File: config.mk
export PLATFORM = sky130hd
export DESIGN_NAME = video_timing_controller
export DESIGN_NICKNAME = d
export VERILOG_FILES = /design/src/rtl/video_timing_controller.sv
export SDC_FILE = /design/constraint.sdc
export NUM_CORES = 1
export LEC_CHECK = 0
export CORE_UTILIZATION = 45
export DETAILED_ROUTE_END_ITERATION = 6
export HOLD_SLACK_MARGIN = 0.06
export PLACE_DENSITY = 0.67
export SLEW_MARGIN = 20
export SYNTH_ARGS = -nofsm -noshare
export SYNTH_HDL_FRONTEND = slang
export SYNTH_SLANG_ARGS = --single-unit
File: constraint.sdc
create_clock -name i_clk -period 4.34 [get_ports i_clk]
set_input_delay 1.302 -clock i_clk [delete_from_list [all_inputs] [get_ports i_clk]]
set_output_delay 1.302 -clock i_clk [all_outputs]
set_load 0.01 [all_outputs]
File: src/rtl/video_timing_controller.sv
// video_timing_controller
//   Raster timing generator for the DVI pixel pipeline. Produces de/hs/vs and
//   the x/y position, plus start-of-frame and end-of-active-line strobes.
//   A level enable starts the raster; dropping it lets the current frame
//   finish before the generator parks in IDLE, so no frame is ever truncated
//   by the enable (only by reset).
//
//   The enable is captured in a register before it reaches the state machine.
//   This gives the documented start latency: enable seen at edge N, counters
//   at (0,0) in RUN after edge N+1, first pixel on the outputs after edge N+2.
//
//   Optional build macro: VTC_LINE_IRQ_EN
//     Adds i_irq_line / o_line_irq, a one-cycle strobe at x = 0 of a chosen
//     line. The line number is re-sampled only at frame wrap (or while idle).
//
//   Every output is registered from the counter stage.

module video_timing_controller #(
  parameter int H_ACTIVE = 640,
  parameter int H_FP     = 16,
  parameter int H_SYNC   = 96,
  parameter int H_BP     = 48,
  parameter int V_ACTIVE = 480,
  parameter int V_FP     = 10,
  parameter int V_SYNC   = 2,
  parameter int V_BP     = 33,
  parameter int HS_POL   = 0,
  parameter int VS_POL   = 0
) (
  input  logic        i_clk,
  input  logic        i_rstn,
  input  logic        i_en,
`ifdef VTC_LINE_IRQ_EN
  input  logic [10:0] i_irq_line,
  output logic        o_line_irq,
`endif
  output logic        o_de,
  output logic        o_hs,
  output logic        o_vs,
  output logic [10:0] o_x,
  output logic [10:0] o_y,
  output logic        o_sof,
  output logic        o_eol,
  output logic        o_running
);

  // ---------------------------------------------------------------------------
  // Geometry
  // ---------------------------------------------------------------------------
  localparam int H_TOTAL = H_ACTIVE + H_FP + H_SYNC + H_BP;
  localparam int V_TOTAL = V_ACTIVE + V_FP + V_SYNC + V_BP;

  // Region boundaries are held in 12 bits so that a boundary equal to 2048
  // (a total of exactly 2048) is still representable in the compares.
  localparam logic [11:0] H_ACT_L    = 12'(H_ACTIVE);
  localparam logic [11:0] H_EOL_L    = 12'(H_ACTIVE - 1);
  localparam logic [11:0] H_SYNC_B_L = 12'(H_ACTIVE + H_FP);
  localparam logic [11:0] H_SYNC_E_L = 12'(H_ACTIVE + H_FP + H_SYNC);
  localparam logic [11:0] H_LAST_L   = 12'(H_TOTAL - 1);
  localparam logic [11:0] V_ACT_L    = 12'(V_ACTIVE);
  localparam logic [11:0] V_SYNC_B_L = 12'(V_ACTIVE + V_FP);
  localparam logic [11:0] V_SYNC_E_L = 12'(V_ACTIVE + V_FP + V_SYNC);
  localparam logic [11:0] V_LAST_L   = 12'(V_TOTAL - 1);

  localparam logic HS_ACT  = (HS_POL != 0);
  localparam logic HS_IDLE = ~HS_ACT;
  localparam logic VS_ACT  = (VS_POL != 0);
  localparam logic VS_IDLE = ~VS_ACT;

  // Totals beyond the 11-bit counter range cannot be generated.
  if ((H_TOTAL > 2048) || (V_TOTAL > 2048)) begin : g_total_check
    $error("video_timing_controller: H_TOTAL or V_TOTAL exceeds 2048");
  end

  // ---------------------------------------------------------------------------
  // State encoding
  // ---------------------------------------------------------------------------
  localparam logic [1:0] ST_IDLE  = 2'd0;
  localparam logic [1:0] ST_RUN   = 2'd1;
  localparam logic [1:0] ST_DRAIN = 2'd2;

  logic [1:0]  state_r;
  logic [1:0]  state_s;
  logic        en_r;
  logic [10:0] h_cnt_r;
  logic [10:0] v_cnt_r;
  logic [10:0] h_cnt_s;
  logic [10:0] v_cnt_s;
  logic [11:0] h_ext_s;
  logic [11:0] v_ext_s;
  logic        active_s;
  logic        h_last_s;
  logic        v_last_s;
  logic        frame_end_s;

  assign h_ext_s     = {1'b0, h_cnt_r};
  assign v_ext_s     = {1'b0, v_cnt_r};
  assign active_s    = (state_r == ST_RUN) || (state_r == ST_DRAIN);
  assign h_last_s    = (h_ext_s == H_LAST_L);
  assign v_last_s    = (v_ext_s == V_LAST_L);
  assign frame_end_s = h_last_s && v_last_s;

  // Enable capture register, feeding the state machine.
  always_ff @(posedge i_clk or negedge i_rstn) begin
    if (!i_rstn) begin
      en_r <= 1'b0;
    end else begin
      en_r <= i_en;
    end
  end

  // Next-state logic: stopping is only ever allowed on the last pixel of a frame.
  always_comb begin
    state_s = state_r;
    case (state_r)
      ST_IDLE: begin
        if (en_r) begin
          state_s = ST_RUN;
        end else begin
          state_s = ST_IDLE;
        end
      end
      ST_RUN: begin
        if (en_r) begin
          state_s = ST_RUN;
        end else if (frame_end_s) begin
          state_s = ST_IDLE;
        end else begin
          state_s = ST_DRAIN;
        end
      end
      ST_DRAIN: begin
        if (en_r) begin
          state_s = ST_RUN;
        end else if (frame_end_s) begin
          state_s = ST_IDLE;
        end else begin
          state_s = ST_DRAIN;
        end
      end
      default: begin
        state_s = ST_IDLE;
      end
    endcase
  end

  // Next-counter logic: raster scan while active, parked at the origin otherwise.
  always_comb begin
    h_cnt_s = 11'd0;
    v_cnt_s = 11'd0;
    if (active_s) begin
      if (h_last_s) begin
        h_cnt_s = 11'd0;
        if (v_last_s) begin
          v_cnt_s = 11'd0;
        end else begin
          v_cnt_s = v_cnt_r + 11'd1;
        end
      end else begin
        h_cnt_s = h_cnt_r + 11'd1;
        v_cnt_s = v_cnt_r;
      end
    end else begin
      h_cnt_s = 11'd0;
      v_cnt_s = 11'd0;
    end
  end

  // State and counter registers.
  always_ff @(posedge i_clk or negedge i_rstn) begin
    if (!i_rstn) begin
      state_r <= ST_IDLE;
      h_cnt_r <= 11'd0;
      v_cnt_r <= 11'd0;
    end else begin
      state_r <= state_s;
      h_cnt_r <= h_cnt_s;
      v_cnt_r <= v_cnt_s;
    end
  end

  // ---------------------------------------------------------------------------
  // Output decode, one register stage after the counters
  // ---------------------------------------------------------------------------
  logic de_s;
  logic hs_on_s;
  logic vs_on_s;
  logic sof_s;
  logic eol_s;

  assign de_s    = (h_ext_s < H_ACT_L) && (v_ext_s < V_ACT_L);
  assign hs_on_s = (h_ext_s >= H_SYNC_B_L) && (h_ext_s < H_SYNC_E_L);
  assign vs_on_s = (v_ext_s >= V_SYNC_B_L) && (v_ext_s < V_SYNC_E_L);
  assign sof_s   = (h_cnt_r == 11'd0) && (v_cnt_r == 11'd0);
  assign eol_s   = (h_ext_s == H_EOL_L) && (v_ext_s < V_ACT_L);

  // Registered timing outputs; idle values whenever the raster is stopped.
  always_ff @(posedge i_clk or negedge i_rstn) begin
    if (!i_rstn) begin
      o_de      <= 1'b0;
      o_hs      <= HS_IDLE;
      o_vs      <= VS_IDLE;
      o_x       <= 11'd0;
      o_y       <= 11'd0;
      o_sof     <= 1'b0;
      o_eol     <= 1'b0;
      o_running <= 1'b0;
    end else if (active_s) begin
      o_de      <= de_s;
      o_hs      <= hs_on_s ? HS_ACT : HS_IDLE;
      o_vs      <= vs_on_s ? VS_ACT : VS_IDLE;
      o_x       <= h_cnt_r;
      o_y       <= v_cnt_r;
      o_sof     <= sof_s;
      o_eol     <= eol_s;
      o_running <= 1'b1;
    end else begin
      o_de      <= 1'b0;
      o_hs      <= HS_IDLE;
      o_vs      <= VS_IDLE;
      o_x       <= 11'd0;
      o_y       <= 11'd0;
      o_sof     <= 1'b0;
      o_eol     <= 1'b0;
      o_running <= 1'b0;
    end
  end

`ifdef VTC_LINE_IRQ_EN
  // ---------------------------------------------------------------------------
  // Line interrupt
  // ---------------------------------------------------------------------------
  logic [10:0] irq_line_r;

  // Capture the target line while idle or at frame wrap, so it changes per frame.
  always_ff @(posedge i_clk or negedge i_rstn) begin
    if (!i_rstn) begin
      irq_line_r <= 11'h7FF;
    end else if (!active_s || frame_end_s) begin
      irq_line_r <= i_irq_line;
    end else begin
      irq_line_r <= irq_line_r;
    end
  end

  // One-cycle strobe aligned with the other outputs at x = 0 of the target line.
  always_ff @(posedge i_clk or negedge i_rstn) begin
    if (!i_rstn) begin
      o_line_irq <= 1'b0;
    end else if (active_s) begin
      o_line_irq <= (h_cnt_r == 11'd0) && (v_cnt_r == irq_line_r);
    end else begin
      o_line_irq <= 1'b0;
    end
  end
`endif

endmodule

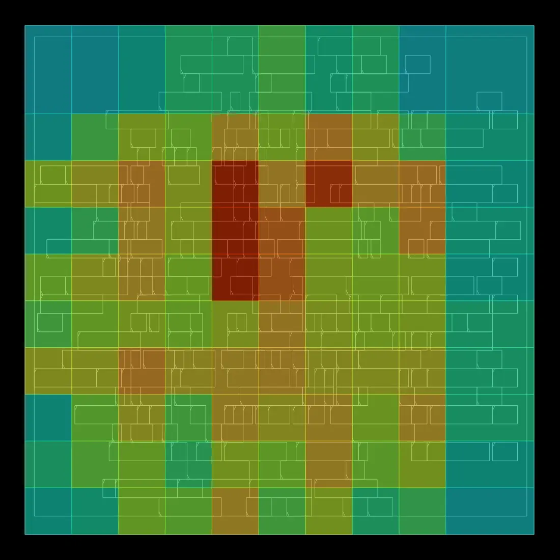
Fig. 1. Routing congestion map (run 1).
met1 layer usage reported by global route: 23.66%
all-layer global routing usage: 17.11%
met3 track demand over resource: 3.882%

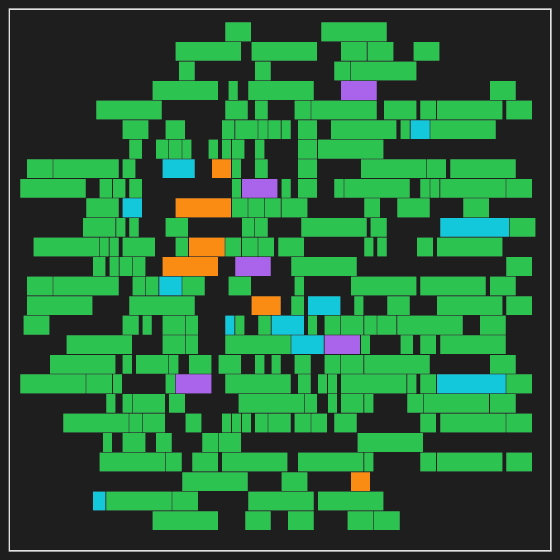
Fig. 2. Cell sizes after repair (run 1).
Green shows drive 1 or less, cells 220, share 91%. Cyan shows drive 2, cells 11, share 4.5%. Orange shows drive 3 to 4, cells 6, share 2.5%. Purple shows drive 6 and up, cells 5, share 2.1%.
Syn-to-layout area delta: 15.34%
final cell area excluding filler cells: 2775 µm²
post-route worst setup slack: 1.691 ns

==> README.md, run 1 <==
| Stage | Quantity | This run |
|---|---|---|
| outcome | Result of the run | finished, final reports clean |
| detailed routing | Total number of vias | 1593 |
| sta | Final Cycle Share | 61.03% |
| place | Pre-CTS setup slack | 2.024 ns |
| synthesis | Dominant register cell | dfrtp_1 |
| clocking | Buffer cell driving the clock tree root | clkbuf_8 |
| clocking | Post-cts resize count | 0 |
| cells and area | Clock network share of area | 3.021% |
| sta | Actual transition at the worst max-transition pin | 0.6912 ns |
| clocking | Number of buffers inserted for hold repair after clock tree synthesis | 0 |
| clocking | Clock tree from TritonCTS | built |
| synthesis | Yosys-reported design area after synthesis | 2406 µm² |
| synthesis | Biggest area consumer among synthesized cells | dfrtp_1 |
| synthesis | Warnings, synthesis | 0 |
| synthesis | Combined area of all synthesized cells | 2406 µm² |
| synthesis | Number of flip-flops and latches in the synthesized netlist | 53 |
| critical path | Dominant delay contributor by cell family on the critical path | flip-flops |
| sta | Finish-stage setup viols | 0 |
| synthesis | Mux frac, synth | 1.248% |
| cells and area | Clkbuf count | 7 |
| sta | Fin crit period | 2.649 ns |
| floorplanning | Area of the die | 5643 µm² |
| synthesis | Distinct lib cells used | 45 |
| power | Power in the clock group | 268 µW |
| power | Power per cell area | 429.1 nW/µm² |
| clocking | TritonCTS sink count | 53 |
| clocking | Buffer count from post-CTS setup fixing | 0 |
| detailed routing | Met3 wire length | 180 µm |
| sta | Worst-case hold slack | 0.4494 ns |
| detailed routing | DRT antenna net count | 0 |
| sta | Fmax | 377.5 MHz |
| hold path | Class of the tightest hold or removal check | register to register |
| clocking | Number of levels in the clock H-tree | 2 |
| place | Global placer's final weighted congestion | 0.8948 |
| critical path | Cell-by-cell listing of the critical path | clkdlybuf4s50_1 |
| critical path | Data required time at the worst endpoint | 3.04 ns |
| power | Leading power group | registers |
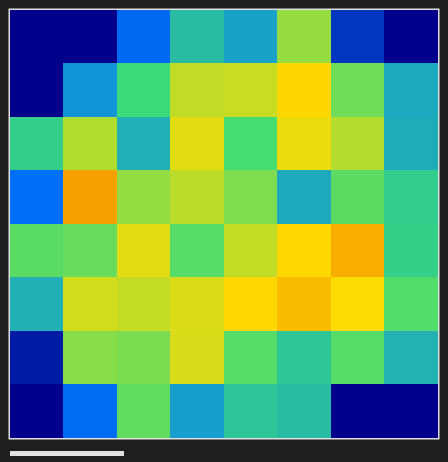
Fig. 3. Placement density heat map (run 1).
Bar = 20 µm. 8 x 8 tiles, from dark blue (low) to red (high), 0 to 100% covered.
The fullest tile reaches 82%. 11% of the tiles are nearly empty. The mean over all tiles is 48%.
FP Core Util: 46.81%
share of the core filled with cells in the final layout: 53.99%
total core area: 5140 µm²

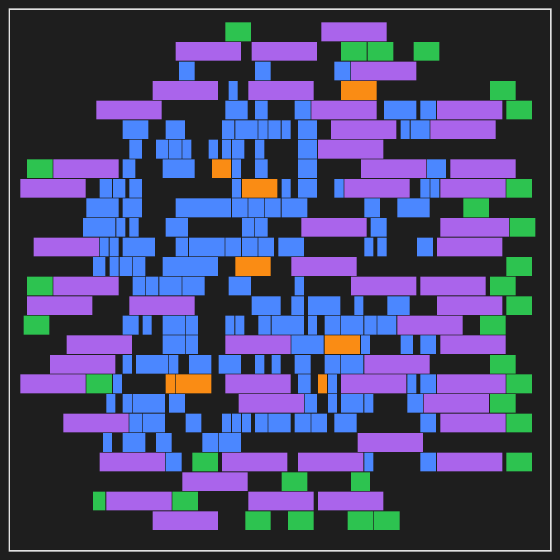
Fig. 4. Placement by cell class (run 1).
Green shows other buffers and delay cells, cells 31. Purple shows flip-flops, cells 53. Orange shows clock drivers and dummy loads, cells 8. Blue shows all other logic, cells 150.
number of rows created at floorplan: 26
sequential share of cell area: 47.88%

==> run 1 -> run 2 <==
==> constraint.sdc (replaced) <==
create_clock -name i_clk -period 2.6 [get_ports i_clk]
set_input_delay 0.78 -clock i_clk [delete_from_list [all_inputs] [get_ports i_clk]]
set_output_delay 0.78 -clock i_clk [all_outputs]
set_load 0.01 [all_outputs]
==> README.md, run 2 <==
| Stage | Quantity | This run | Delta |
|---|---|---|---|
| sta | Finish-stage setup viols | 0 | unchanged |
| floorplanning | Total core area | 5140 µm² | unchanged |
| clocking | Clock tree from TritonCTS | built | unchanged |
| cells and area | Most frequently placed logic cells in the final layout | dfrtp_1, clkdlybuf4s50_1, nor2_1 | unchanged |
| clocking | Buffer count from post-CTS setup fixing | 0 | unchanged |
| global route | Number of antenna violations at the first check in global routing | 0 | unchanged |
| clocking | Number of levels in the clock H-tree | 2 | unchanged |
| floorplanning | FP Core Util | 46.81% | unchanged |
| critical path | Dominant delay contributor by cell family on the critical path | buffers and inverters | was flip-flops |
| clocking | Post-cts resize count | 0 | unchanged |
| power | Power in the clock group | 444 µW | was 268 µW |
| sta | Fmax | 471.0 MHz |  |
| cells and area | Syn-to-layout area delta | 16.17% | was 15.34% |
| synthesis | Mean cell area of the mapped netlist | 11.09 µm² | unchanged |
| clocking | TritonCTS sink count | 53 | unchanged |
| cells and area | Combinational share of cell area | 33.84% | was 34.08% |
| cells and area | Final cell area excluding filler cells | 2795 µm² | was 2775 µm² |
| detailed routing | DRT antenna net count | 0 | unchanged |
| critical path | Cell-by-cell listing of the critical path | clkdlybuf4s50_1 | unchanged |
| detailed routing | Met3 wire length | 200 µm | was 180 µm |
| sta | Actual transition at the worst max-transition pin | 0.4796 ns | was 0.6912 ns |
| sta | Worst-case hold slack | 0.4449 ns | was 0.4494 ns |
| sta | Post-route worst setup slack | 0.4770 ns | was 1.691 ns |
| power | Reported net switching power | 690.2 µW | was 421.9 µW |
| power | Power per cell area | 711.8 nW/µm² | was 429.1 nW/µm² |
| sta | Relative slew margins | 67.92% | was 53.92% |
| cells and area | Share of the core filled with cells in the final layout | 54.38% | was 53.99% |
| outcome | Result of the run | finished, final reports clean | unchanged |
| synthesis | Combined area of all synthesized cells | 2406 µm² | unchanged |
| synthesis | Post-synthesis instance total | 217 | unchanged |
| hold path | Class of the tightest hold or removal check | primary input to asynchronous set/reset pin | was register to register |
| critical path | Data required time at the worst endpoint | 1.82 ns | was 3.04 ns |
| synthesis | Mux frac, synth | 1.248% | unchanged |
| place | Global placer's final weighted congestion | 0.8915 | was 0.8948 |
| floorplanning | Area of the die | 5643 µm² | unchanged |
| cells and area | Clkbuf count | 7 | unchanged |
| global route | All-layer global routing usage | 16.98% | was 17.11% |
| place | Input/output buffers | 30 | unchanged |
| critical path | Delay contributed by the slowest stage of the critical path | 0.53 ns | was 0.52 ns |
| synthesis | Dominant register cell | dfrtp_1 | unchanged |
| synthesis | Distinct lib cells used | 45 | unchanged |
| clocking | Buffer cell driving the clock tree root | clkbuf_8 | unchanged |
| synthesis | Biggest area consumer among synthesized cells | dfrtp_1 | unchanged |
| global route | Met1 layer usage reported by global route | 24.81% | was 23.66% |
| sta | Final Cycle Share | 81.65% |  |
| detailed routing | DRC marker count from the first detailed-route iteration | 112 | was 128 |
| synthesis | Yosys-reported design area after synthesis | 2406 µm² | unchanged |
| power | Switching fraction of total power | 34.69% | was 35.43% |
| detailed routing | Total number of vias | 1637 | was 1593 |
| global route | Met3 track demand over resource | 3.614% | was 3.882% |
| clocking | Number of buffers inserted for hold repair after clock tree synthesis | 0 | unchanged |
| cells and area | Sequential share of cell area | 47.54% | was 47.88% |
| synthesis | Warnings, synthesis | 0 | unchanged |
| synthesis | Number of flip-flops and latches in the synthesized netlist | 53 | unchanged |
| power | Leading power group | registers | unchanged |
| cells and area | Fill count | 484 | was 474 |
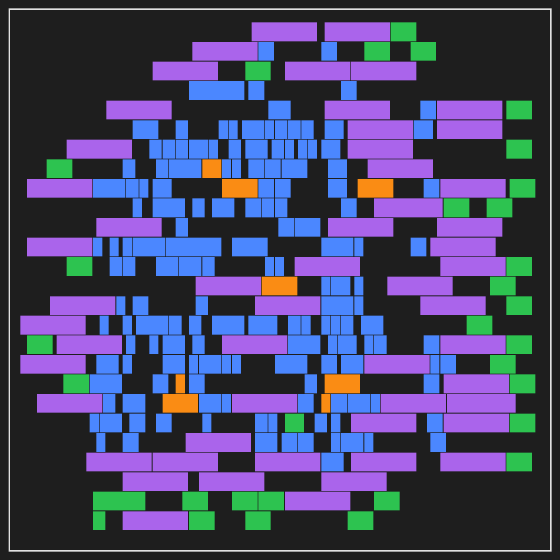
Fig. 5. Placement by cell class (run 2).
Blue shows all other logic, cells 150. Green shows other buffers and delay cells, cells 32. Orange shows clock drivers and dummy loads, cells 8. Purple shows flip-flops, cells 53.

==> run 2 -> run 3 <==
--- a/config.mk
+++ b/config.mk
@@ -8,7 +8,7 @@
 export CORE_UTILIZATION = 45
 export DETAILED_ROUTE_END_ITERATION = 6
 export HOLD_SLACK_MARGIN = 0.06
-export PLACE_DENSITY = 0.67
+export PLACE_DENSITY = 0.7
 export SLEW_MARGIN = 20
 export SYNTH_ARGS = -nofsm -noshare
 export SYNTH_HDL_FRONTEND = slang
==> constraint.sdc (replaced) <==
create_clock -name i_clk -period 1.7 [get_ports i_clk]
set_input_delay 0.51 -clock i_clk [delete_from_list [all_inputs] [get_ports i_clk]]
set_output_delay 0.51 -clock i_clk [all_outputs]
set_load 0.01 [all_outputs]
==> README.md, run 3 <==
| Stage | Quantity | This run | Delta |
|---|---|---|---|
| synthesis | Yosys-reported design area after synthesis | 2406 µm² | unchanged |
| clocking | Number of buffers inserted for hold repair after clock tree synthesis | 0 | unchanged |
| power | Leading power group | registers | unchanged |
| synthesis | Mux frac, synth | 1.248% | unchanged |
| job | Number of warnings in the stage logs | 30 | unchanged |
| synthesis | Dominant register cell | dfrtp_1 | unchanged |
| clocking | Buffer cell driving the clock tree root | clkbuf_8 | unchanged |
| power | Logic power comb | 1.28 mW | was 616 µW |
| floorplanning | Die span in y | 75.12 µm | unchanged |
| synthesis | Biggest area consumer among synthesized cells | dfrtp_1 | unchanged |
| sta | Worst-case hold slack | 0.1842 ns | was 0.4449 ns |
| sta | Finish-stage setup viols | 0 | unchanged |
| cells and area | Fill count | 456 | was 484 |
| floorplanning | Area of the die | 5643 µm² | unchanged |
| critical path | Cell-by-cell listing of the critical path | clkdlybuf4s50_1 | unchanged |
| sta | Fmax | 602.3 MHz |  |
| synthesis | Share of flip-flops with an asynchronous set or reset after synthesis | 100.0% | unchanged |
| critical path | Setup crit end | o_x[4] | was o_vs |
| cells and area | Most frequently placed logic cells in the final layout | dfrtp_1, nor2_1, dlymetal6s2s_1 | was dfrtp_1, clkdlybuf4s50_1, nor2_1 |
| power | Power in the clock group | 683 µW | was 444 µW |
| synthesis | Number of flip-flops and latches in the synthesized netlist | 53 | unchanged |
| cells and area | Share of post-route cells with drive strength above 1 | 19.92% | was 9.465% |
| cells and area | Number of multi-input logic gates | 143 | unchanged |
| cells and area | Most common cell after layout, fill and taps aside | dfrtp_1 | unchanged |
| detailed routing | Post-detailed-route via-to-cell ratio | 5.164 | was 5.230 |
| floorplanning | Number of rows created at floorplan | 26 | unchanged |
| cells and area | Combinational share of cell area | 32.06% | was 33.84% |
| cells and area | Syn-to-layout area delta | 27.67% | was 16.17% |
| synthesis | Post-synthesis instance total | 217 | unchanged |
| clocking | Buffer count from post-CTS setup fixing | 0 | unchanged |
| synthesis | Mean cell area of the mapped netlist | 11.09 µm² | unchanged |
| critical path | Start-to-end type of the worst setup path | register to output pin | unchanged |
| critical path | Dominant delay contributor by cell family on the critical path | buffers and inverters | unchanged |
| synthesis | Distinct lib cells used | 45 | unchanged |
| critical path | Slack of the worst reg-to-reg path | 0.04 ns | was 0.68 ns |
| floorplanning | FP Core Util | 46.81% | unchanged |
| cells and area | Share of the core filled with cells in the final layout | 59.76% | was 54.38% |
| place | Pre-CTS setup slack | 0.04003 ns | was 0.7389 ns |
| synthesis | Most frequent cell after synthesis | dfrtp_1 | unchanged |
| clocking | Clock tree from TritonCTS | built | unchanged |
| synthesis | Synth Area in Compound Gates | 6.448% | unchanged |
| outcome | Result of the run | finished, final reports clean | unchanged |
| cells and area | Clock network share of area | 2.729% | was 2.999% |
| synthesis | Combined area of all synthesized cells | 2406 µm² | unchanged |
| detailed routing | Total number of vias | 1735 | was 1637 |
| place | Post-placement cell count | 324 | was 305 |
| place | Global placer's final weighted congestion | 0.8736 | was 0.8915 |
| cells and area | Logic area | 984.7 µm² | was 945.9 µm² |
| cells and area | Clkbuf count | 7 | unchanged |
| sta | Actual transition at the worst max-transition pin | 0.3676 ns | was 0.4796 ns |
| synthesis | Warnings, synthesis | 0 | unchanged |
| critical path | Reg2reg path depth | 5 | was 6 |
| cells and area | Final cell area excluding filler cells | 3072 µm² | was 2795 µm² |
| clocking | Post-cts resize count | 2 | was 0 |
| cells and area | Sequential share of cell area | 43.26% | was 47.54% |
| detailed routing | Met3 wire length | 216 µm | was 200 µm |
| power | Switching fraction of total power | 34.65% | was 34.69% |
| global route | Number of antenna violations at the first check in global routing | 0 | unchanged |
| clocking | TritonCTS sink count | 53 | unchanged |
| clocking | Bufs on Longest Clock Path | 2 | unchanged |
| sta | Final Cycle Share | 97.66% |  |
| global route | Met3 track demand over resource | 3.748% | was 3.614% |
| critical path | Delay contributed by the slowest stage of the critical path | 0.52 ns | was 0.53 ns |
| sta | Post-route worst setup slack | 0.03983 ns | was 0.4770 ns |
| sta | Relative slew margins | 75.31% | was 67.92% |
| place | DP HPWL | 3194 µm | was 2797 µm |
| floorplanning | Total core area | 5140 µm² | unchanged |
| cells and area | Flop Count | 53 | unchanged |
| sta | Fin crit period | 1.660 ns |  |
| clocking | Number of levels in the clock H-tree | 2 | unchanged |
| power | Power per cell area | 1102 nW/µm² | was 711.8 nW/µm² |
| place | Input/output buffers | 30 | unchanged |
| global route | Met1 layer usage reported by global route | 26.14% | was 24.81% |
| detailed routing | DRC marker count from the first detailed-route iteration | 93 | was 112 |
| power | Reported net switching power | 1.173 mW | was 690.2 µW |
| cells and area | Dominant kind of cell by area | flip-flops and latches | unchanged |
| hold path | Class of the tightest hold or removal check | primary input to asynchronous set/reset pin | unchanged |
| power | Static Leakage | 1.769 nW | was 1.214 nW |
| detailed routing | DRT antenna net count | 0 | unchanged |
| global route | All-layer global routing usage | 18.31% | was 16.98% |
| critical path | Data required time at the worst endpoint | 1.19 ns | was 1.82 ns |
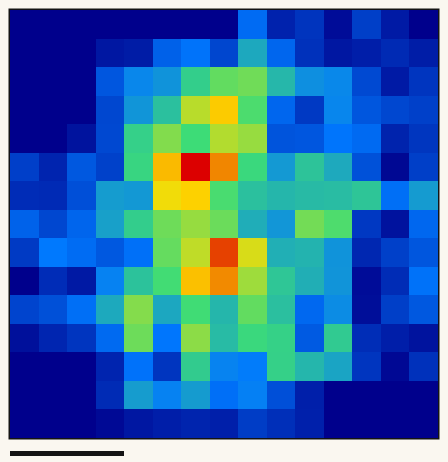
Fig. 6. Wiring heat map (run 3).
Bar = 20 µm. 15 x 15 tiles, from dark blue (low) to red (high), scaled to the fullest tile. Values are wire area over tile area, all layers added.
15% of the tiles are over half the peak. 18% of the tiles are nearly empty. The densest ninth of the die: centre.

Power and IR drop assume default switching activity.
